## config.mk

```make
export PLATFORM = sky130hd
export DESIGN_NAME = br_ctrl
export DESIGN_NICKNAME = d
export VERILOG_FILES = /design/src/rtl/br_pkg.sv /design/src/rtl/sat_counter.sv /design/src/rtl/br_ctrl.sv
export SDC_FILE = /design/constraint.sdc
export NUM_CORES = 1
export LEC_CHECK = 0
export CORE_MARGIN = 10
export CORE_UTILIZATION = 30
export CTS_CLUSTER_DIAMETER = 80
export CTS_CLUSTER_SIZE = 25
export DETAILED_ROUTE_END_ITERATION = 10
export PLACE_DENSITY = 0.5
export SYNTH_ARGS = -nofsm -noshare
export SYNTH_HDL_FRONTEND = slang
export SYNTH_SLANG_ARGS = --single-unit
```

## constraint.sdc

```tcl
create_clock -name clk -period 9.1 [get_ports clk]
set_input_delay 1.82 -clock clk [delete_from_list [all_inputs] [get_ports clk]]
set_output_delay 1.82 -clock clk [all_outputs]
set_load 0.01 [all_outputs]
```

## src/rtl/br_pkg.sv

```systemverilog
// Shared branch-resolution types: funct3 encodings, controller states, taken decode.
// Pure declarations; no latency or flow control of its own.
package br_pkg;

  localparam logic [2:0] F3_BEQ  = 3'b000;
  localparam logic [2:0] F3_BNE  = 3'b001;
  localparam logic [2:0] F3_BLT  = 3'b100;
  localparam logic [2:0] F3_BGE  = 3'b101;
  localparam logic [2:0] F3_BLTU = 3'b110;
  localparam logic [2:0] F3_BGEU = 3'b111;

  typedef enum logic [1:0] {
    IDLE  = 2'd0,
    WAIT  = 2'd1,
    FLUSH = 2'd2
  } br_state_t;

  // Reserved encodings 010/011 fall to the default and are never taken.
  function automatic logic br_taken(input logic [2:0] funct3,
                                    input logic       less,
                                    input logic       equal);
    logic t;
    case (funct3)
      F3_BEQ:           t = equal;
      F3_BNE:           t = !equal;
      F3_BLT, F3_BLTU:  t = less;
      F3_BGE, F3_BGEU:  t = !less;
      default:          t = 1'b0;
    endcase
    return t;
  endfunction

endpackage

```

## src/rtl/sat_counter.sv

```systemverilog
// Saturating event counter: counts cycles with inc high, sticks at all-ones.
// Registered output, one cycle after inc; cleared only by reset.
module sat_counter #(
  parameter int W = 32
) (
  input  logic         clk,
  input  logic         rst,
  input  logic         inc,
  output logic [W-1:0] cnt
);

  always_ff @(posedge clk or posedge rst) begin
    if (rst) begin
      cnt <= '0;
    end else if (inc && (cnt != {W{1'b1}})) begin
      cnt <= cnt + 1'b1;
    end
  end

endmodule

```

## src/rtl/br_ctrl.sv

```systemverilog
// EX-stage branch controller: operand-wait stall, taken decision, PC redirect and flush.
// Decision is combinational in the resolving cycle; only state and counters are registered.
module br_ctrl
  import br_pkg::*;
#(
  parameter int FLUSH_CYCLES = 2,
  parameter int MAX_WAIT     = 4,
  parameter int CNT_W        = 32
) (
  input  logic             clk,
  input  logic             rst,
  input  logic             br_valid_i,
  input  logic             jump_i,
  input  logic [2:0]       funct3_i,
  input  logic             opnd_busy_i,
  input  logic             kill_i,
  input  logic             br_less_i,
  input  logic             br_equal_i,
  output logic             br_unsigned_o,
  output logic             stall_o,
  output logic             pc_sel_o,
  output logic             flush_o,
  output logic             illegal_o,
  output logic             hazard_err_o,
  output logic [CNT_W-1:0] branch_cnt_o,
  output logic [CNT_W-1:0] taken_cnt_o,
  output logic [CNT_W-1:0] stall_cnt_o
);

  br_state_t  state;
  logic [3:0] wait_cnt;
  logic [2:0] flush_rem;

  logic req;
  logic cond_taken;
  logic f3_illegal;
  logic resolve;
  logic timeout;
  logic go_flush;
  logic inc_branch;
  logic inc_taken;

  assign req        = br_valid_i | jump_i;
  assign cond_taken = jump_i | br_taken(funct3_i, br_less_i, br_equal_i);
  assign f3_illegal = !jump_i && (funct3_i[2:1] == 2'b01);

  assign br_unsigned_o = funct3_i[1] & ~rst;

  always_comb begin
    stall_o      = 1'b0;
    pc_sel_o     = 1'b0;
    flush_o      = 1'b0;
    illegal_o    = 1'b0;
    hazard_err_o = 1'b0;
    resolve      = 1'b0;
    timeout      = 1'b0;

    case (state)
      IDLE: begin
        if (req) begin
          if (opnd_busy_i) stall_o = 1'b1;
          else             resolve = 1'b1;
        end
      end
      WAIT: begin
        if (req) begin
          if (!opnd_busy_i)                 resolve = 1'b1;
          else if (wait_cnt >= 4'(MAX_WAIT)) timeout = 1'b1;
          else                              stall_o = 1'b1;
        end
      end
      FLUSH:   flush_o = 1'b1;
      default: ;
    endcase

    if (resolve) begin
      pc_sel_o  = cond_taken;
      flush_o   = cond_taken;
      illegal_o = f3_illegal;
    end
    hazard_err_o = timeout;

    // Kill squashes the whole cycle, including any resolution happening in it.
    if (kill_i) begin
      stall_o      = 1'b0;
      pc_sel_o     = 1'b0;
      illegal_o    = 1'b0;
      hazard_err_o = 1'b0;
      flush_o      = 1'b1;
    end

    if (rst) begin
      stall_o      = 1'b0;
      pc_sel_o     = 1'b0;
      flush_o      = 1'b0;
      illegal_o    = 1'b0;
      hazard_err_o = 1'b0;
    end
  end

  assign go_flush   = resolve && cond_taken && (FLUSH_CYCLES > 1);
  assign inc_branch = !kill_i && (resolve || timeout);
  assign inc_taken  = !kill_i && resolve && cond_taken;

  always_ff @(posedge clk or posedge rst) begin
    if (rst) begin
      state     <= IDLE;
      wait_cnt  <= '0;
      flush_rem <= '0;
    end else if (kill_i) begin
      state     <= IDLE;
      wait_cnt  <= '0;
      flush_rem <= '0;
    end else begin
      case (state)
        IDLE, WAIT: begin
          if (req && opnd_busy_i && (state == IDLE)) begin
            state    <= WAIT;
            wait_cnt <= 4'd1;
          end else if (stall_o) begin
            wait_cnt <= wait_cnt + 4'd1;
          end else if (go_flush) begin
            state     <= FLUSH;
            flush_rem <= 3'(FLUSH_CYCLES - 1);
            wait_cnt  <= '0;
          end else begin
            state    <= IDLE;
            wait_cnt <= '0;
          end
        end
        FLUSH: begin
          if (flush_rem <= 3'd1) begin
            state     <= IDLE;
            flush_rem <= '0;
          end else begin
            flush_rem <= flush_rem - 3'd1;
          end
        end
        default: state <= IDLE;
      endcase
    end
  end

  jump_excl_a: assert property (@(posedge clk) disable iff (rst) !(br_valid_i && jump_i));

  sat_counter #(.W(CNT_W)) u_branch_cnt (
    .clk (clk),
    .rst (rst),
    .inc (inc_branch),
    .cnt (branch_cnt_o)
  );

  sat_counter #(.W(CNT_W)) u_taken_cnt (
    .clk (clk),
    .rst (rst),
    .inc (inc_taken),
    .cnt (taken_cnt_o)
  );

  sat_counter #(.W(CNT_W)) u_stall_cnt (
    .clk (clk),
    .rst (rst),
    .inc (stall_o),
    .cnt (stall_cnt_o)
  );

endmodule

```

==> impl_metrics.ini <==
; implementation run metrics
[outcome]
outcome = completed

[logic_synthesis]
synth_area_per_cell_um2 = 10.44
synth.distinct_cells = 49
synthesis.instances = 505
synthXorXnorAreaFrac_pct = 15.12
yosys.area_share.simple_pct = 27.22
synth_flops = 105

[drt]
avgRoutedWirePerCell_um = 17.03
post_detailed_route_drc_marker_count = 0
wl_um = 14420
wl_met3_um = 909
maxUsedRoutingLayer = met4
first_drt_iteration_drcs = 170

[placed_design]
dpl_cell_area_mm2 = 0.006638
io_buffers = 112
placedCellCount = 831

[grt]
grt-ovfl-total = 0
global_route_wire_length_before_repair_um = 23850
use_met1_pct = 15.65

[floorplan]
std_cell_rows = 48
core_utilization_before_placement_pct = 30.59

[sta]
drv_slew = 0
finalClockPeriodUsage_pct = 65.75
final-hold-violation-count = 0

[finish]
num_antenna_cells = 0

[worst_hold_path]
min_to = u_taken_cnt.cnt[29]$_DFFE_PP0P_

[clock_tree]
clock_sink_count = 105
cts_max_path_buffers = 2

[worst_setup_path]
gate_family_responsible_for_the_most_delay_along_the_worst_path = buffers and inverters
critical_path_depth = 6
[power by group]
group / internal [W] / switching (W) / total [W]
clock network: 0.000242 / 0.000179 / 0.000421
logic: 0.0000961 / 0.0000856 / 0.000182
registers: 0.000500 / 0.0000457 / 0.000545
[final cells by class]
cell class | instances | area share, %
Multi-Input combinational cell | 381 | 36.97
Sequential cell | 105 | 37.78
Clock inverter | 7 | 1.331
Clock buffer | 9 | 3.238
Tap cell | 225 | 4.047
Timing Repair Buffer | 113 | 16.23
Inverter | 7 | 0.4137
[synth_stat cells, types with 3 or more instances]
| cell type | instances | area (µm²) |
|---|---|---|
| nand4_1 | 37 | 231.5 |
| ha_1 | 6 | 75.07 |
| nand2b_1 | 3 | 18.77 |
| nor4_1 | 15 | 93.84 |
| nor2_1 | 25 | 93.84 |
| mux2_2 | 4 | 45.04 |
| nand3_1 | 45 | 225.2 |
| and4_1 | 11 | 96.34 |
| nor2b_1 | 5 | 31.28 |
| o21ai_0 | 4 | 20.02 |
| and3_1 | 27 | 168.9 |
| xor2_1 | 36 | 315.3 |
| clkbuf_1 | 10 | 37.54 |
| and2_1 | 13 | 81.33 |
| or2_2 | 3 | 18.77 |
| nor3b_1 | 3 | 22.52 |
| xnor2_1 | 55 | 481.7 |
| inv_1 | 6 | 22.52 |
| dfrtp_1 | 105 | 2628 |
| nand2_1 | 31 | 116.4 |
| nor3_1 | 25 | 125.1 |
[registers in the layout, indices dropped and copies added (netlist names)]
signal / cells
state: 2
u_branch_cnt.cnt: 32
u_taken_cnt.cnt: 32
flush_rem: 3
u_stall_cnt.cnt: 32
wait_cnt: 4
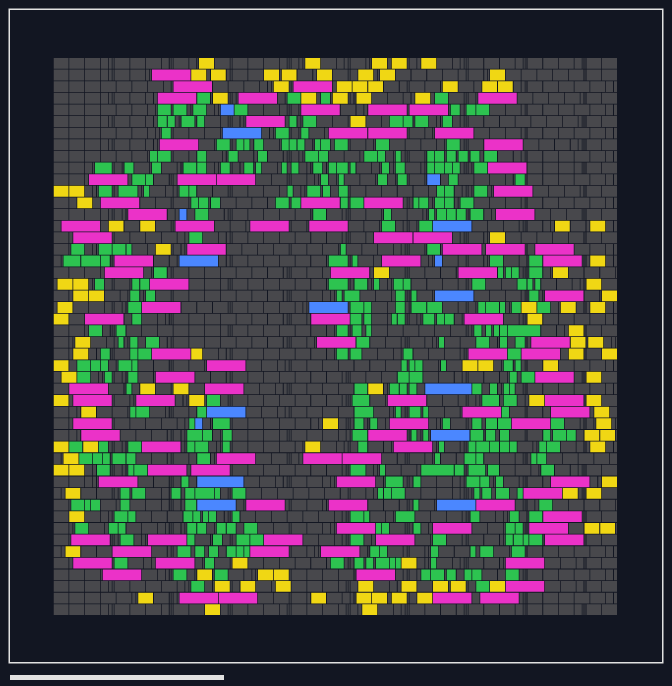
(placement by cell class)
Bar = 50 µm. Fill, decap, tap and diode cells in grey.
- green: remaining logic cells (cells 388; share of their area 39%)
- blue: clock drivers and dummy loads (cells 16; share of their area 4.8%)
- magenta: registers (cells 105; share of their area 39%)
- yellow: remaining buffers and delay cells (cells 113; share of their area 17%)

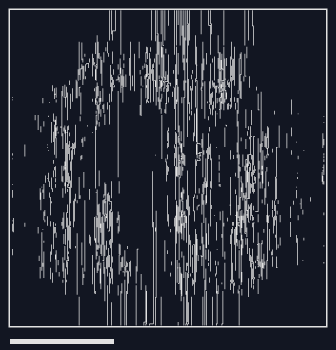
(metal 2)
Bar = 50 µm.
- wire length on this layer: 6,750 µm
- main direction: vertical
- share of all routed wire: 47%

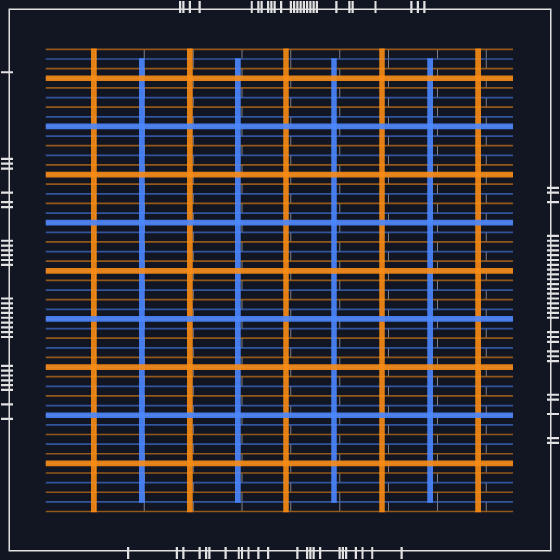
(power grid)
Pins as bars on the die edge. Tap cells in grey.
- blue: VDD
- orange: VSS
- signal pins: 113
- rows: 48
- met1 rails: 49
- met5 straps: 9

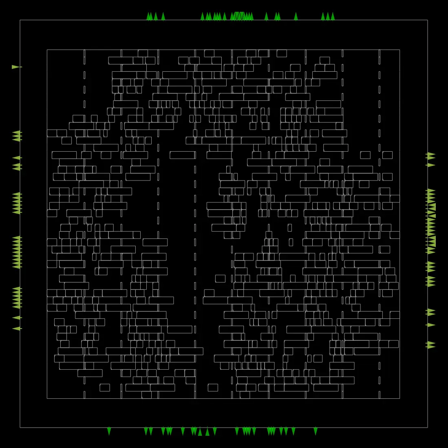
(placement view)
Seq area share: 37.78%
fraction of the core area covered by cells at the end of the flow: 40.35%
flip-flops: 105

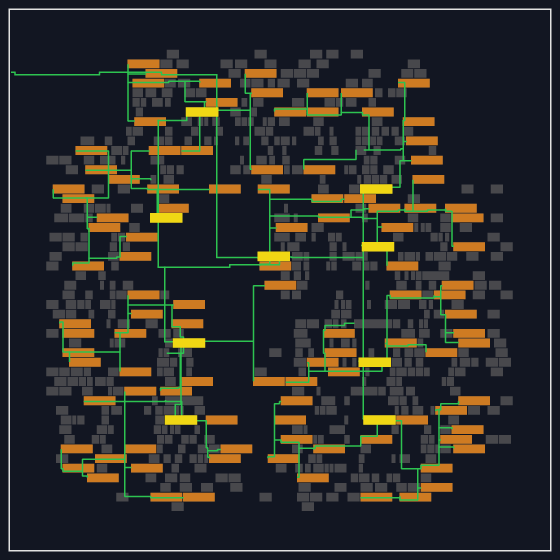
(routed clock nets over the placement)
- green: clock wires (length 1,470 µm)
- yellow: clock-net drivers (count 9)
- orange: flip-flops (count 105)
- routed clock nets: 10

